**src/rtl/regfile_wport_arb.sv**
```systemverilog
// ---------------------------------------------------------------------------
// regfile_wport_arb
//
// Write-port arbiter for a 16-entry x 16-bit register file. Two requesters
// (A = pipeline writeback, B = memory-return path) each get a one-entry
// holding buffer. At most one buffer is granted per cycle and its contents
// become the registered write (wr_en / wr_reg / wr_data) on the next cycle.
// Writes to register 0 are accepted and granted but never reach the register
// file, because register 0 is hardwired to zero.
//
// Arbitration when both buffers are full:
//   default                          : round-robin, the requester not granted
//                                      last wins (A wins the first tie)
//   REGFILE_WPORT_ARB_FIXED_PRIO_EN  : A always wins, B can starve
//
// Ports
//   clk, rst          clock, synchronous active-high reset
//   a_valid/a_ready   requester A handshake; a_reg, a_data = write target/data
//   b_valid/b_ready   requester B handshake; b_reg, b_data = write target/data
//   wr_en/wr_reg/wr_data  registered register-file write port
//   busy              either holding buffer occupied
// ---------------------------------------------------------------------------
module regfile_wport_arb #(
  parameter int DW = 16,
  parameter int AW = 4
) (
  input  logic          clk,
  input  logic          rst,
  input  logic          a_valid,
  output logic          a_ready,
  input  logic [AW-1:0] a_reg,
  input  logic [DW-1:0] a_data,
  input  logic          b_valid,
  output logic          b_ready,
  input  logic [AW-1:0] b_reg,
  input  logic [DW-1:0] b_data,
  output logic          wr_en,
  output logic [AW-1:0] wr_reg,
  output logic [DW-1:0] wr_data,
  output logic          busy
);

  typedef enum logic {
    REQ_A = 1'b0,
    REQ_B = 1'b1
  } req_e;

  logic          a_full_q, a_full_d;
  logic [AW-1:0] a_reg_q,  a_reg_d;
  logic [DW-1:0] a_data_q, a_data_d;
  logic          b_full_q, b_full_d;
  logic [AW-1:0] b_reg_q,  b_reg_d;
  logic [DW-1:0] b_data_q, b_data_d;
  req_e          last_grant_q, last_grant_d;
  logic          wr_en_q,   wr_en_d;
  logic [AW-1:0] wr_reg_q,  wr_reg_d;
  logic [DW-1:0] wr_data_q, wr_data_d;

  logic grant_a, grant_b;
  logic a_accept, b_accept;

  // Grant depends only on flops, so ready never has a path from valid.
  always_comb begin
`ifdef REGFILE_WPORT_ARB_FIXED_PRIO_EN
    grant_a = a_full_q;
`else
    grant_a = a_full_q && (!b_full_q || (last_grant_q == REQ_B));
`endif
    grant_b = b_full_q && !grant_a;
  end

  // A buffer being drained this cycle may be reloaded in the same cycle.
  assign a_ready  = !a_full_q || grant_a;
  assign b_ready  = !b_full_q || grant_b;
  assign a_accept = a_valid && a_ready;
  assign b_accept = b_valid && b_ready;

  always_comb begin
    // NOTE: every always_comb output gets a default first so no path through
    // the block leaves a signal unassigned and infers a latch.
    a_full_d     = a_full_q;
    a_reg_d      = a_reg_q;
    a_data_d     = a_data_q;
    b_full_d     = b_full_q;
    b_reg_d      = b_reg_q;
    b_data_d     = b_data_q;
    last_grant_d = last_grant_q;
    wr_en_d      = 1'b0;
    wr_reg_d     = wr_reg_q;
    wr_data_d    = wr_data_q;

    // Drain the granted buffer; a register-0 target is dropped silently.
    if (grant_a) begin
      a_full_d     = 1'b0;
      last_grant_d = REQ_A;
      if (a_reg_q != '0) begin
        wr_en_d   = 1'b1;
        wr_reg_d  = a_reg_q;
        wr_data_d = a_data_q;
      end
    end else if (grant_b) begin
      b_full_d     = 1'b0;
      last_grant_d = REQ_B;
      if (b_reg_q != '0) begin
        wr_en_d   = 1'b1;
        wr_reg_d  = b_reg_q;
        wr_data_d = b_data_q;
      end
    end

    // Loading after draining lets the reload win over the clear.
    if (a_accept) begin
      a_full_d = 1'b1;
      a_reg_d  = a_reg;
      a_data_d = a_data;
    end
    if (b_accept) begin
      b_full_d = 1'b1;
      b_reg_d  = b_reg;
      b_data_d = b_data;
    end
  end

  // NOTE: state flops use non-blocking assignments so every flop samples the
  // pre-edge value of every other flop, independent of statement order.
  always_ff @(posedge clk) begin
    if (rst) begin
      a_full_q     <= 1'b0;
      b_full_q     <= 1'b0;
      last_grant_q <= REQ_B;
      wr_en_q      <= 1'b0;
      wr_reg_q     <= '0;
      wr_data_q    <= '0;
    end else begin
      a_full_q     <= a_full_d;
      b_full_q     <= b_full_d;
      last_grant_q <= last_grant_d;
      wr_en_q      <= wr_en_d;
      wr_reg_q     <= wr_reg_d;
      wr_data_q    <= wr_data_d;
    end
  end

  // NOTE: buffer payload is left out of reset; it is only ever observed while
  // the matching full flag is set, so resetting it would add nothing.
  always_ff @(posedge clk) begin
    a_reg_q  <= a_reg_d;
    a_data_q <= a_data_d;
    b_reg_q  <= b_reg_d;
    b_data_q <= b_data_d;
  end

  assign wr_en   = wr_en_q;
  assign wr_reg  = wr_reg_q;
  assign wr_data = wr_data_q;
  assign busy    = a_full_q || b_full_q;

endmodule

```
**config.mk**
```make
export PLATFORM = sky130hd
export DESIGN_NAME = regfile_wport_arb
export DESIGN_NICKNAME = d
export VERILOG_FILES = /design/src/rtl/regfile_wport_arb.sv
export SDC_FILE = /design/constraint.sdc
export NUM_CORES = 1
export LEC_CHECK = 0
export CORE_MARGIN = 4
export CORE_UTILIZATION = 48
export CTS_BUF_LIST = sky130_fd_sc_hd__clkbuf_4
export DETAILED_ROUTE_END_ITERATION = 6
export PLACE_DENSITY = 0.77
export SLEW_MARGIN = 20
export SYNTH_ARGS = -nofsm -noshare
export SYNTH_HDL_FRONTEND = slang
export SYNTH_SLANG_ARGS = --single-unit
```
**constraint.sdc**
```tcl
create_clock -name clk -period 4.15 [get_ports clk]
set_input_delay 1.245 -clock clk [delete_from_list [all_inputs] [get_ports clk]]
set_output_delay 1.245 -clock clk [all_outputs]
set_load 0.02 [all_outputs]
```
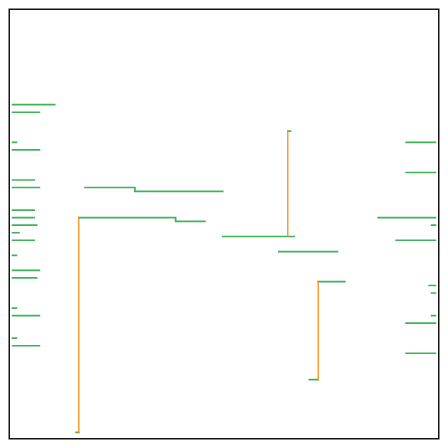
(images/layers.png)
Two of the layers only.
layer	color	wire length
M4	orange	75.5 um
M3	green	186 um

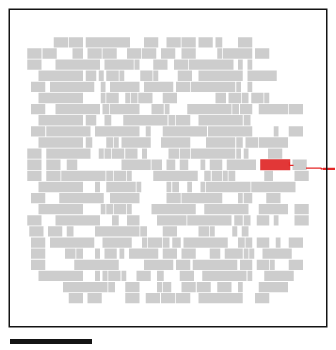
(images/port_trees.png)
Scale bar: 20 um.
port	color	direction	edge	end cells	buffers	wire
wr_en	red	output	east	1	1	6.10 um

==> flow_summary.json <==
{
  "cp-end-kind": "output pin",
  "vias_per_cell": 5.239,
  "fill_cells": 350,
  "finalInstanceArea_mm2": 0.003097,
  "area_delta_synth_final_pct": 34.44,
  "met2_usage_pct": 29.36,
  "ff_type": "edfxtp_1",
  "fp.coreArea_mm2": 0.004504,
  "clock_buffers": 10,
  "critPathLaunchType": "flop",
  "min-delay-start": "wr_data[1]",
  "cap_violations": 0,
  "cts_sinks": 64,
  "status": "finished clean",
  "cts_tree": "built",
  "top_cell": "edfxtp_1",
  "crit_arrival_ns": 1.96,
  "lay_top_count": "clkdlybuf4s50_1",
  "path_clk_slew_ns": 0.10,
  "max_freq_mhz": 312.1,
  "synth.top_cell.area_share_pct": 52.15,
  "path_max_fanout": 18,
  "syn_avg_cell_area_um2": 13.01,
  "grt_pass1_wl_um": 7431,
  "cpLargestDelayFamily": "buffers and inverters",
  "seq_cell_power_w": 0.000744,
  "ys.flops": 64,
  "die_x_um": 77.28,
  "non_clock_buffer_count": 69,
  "critical_path_depth": 3,
  "avgRoutedWirePerCell_um": 15.28,
  "ys_sh_adder_pct": 0,
  "track_usage_pct": 16.55
}
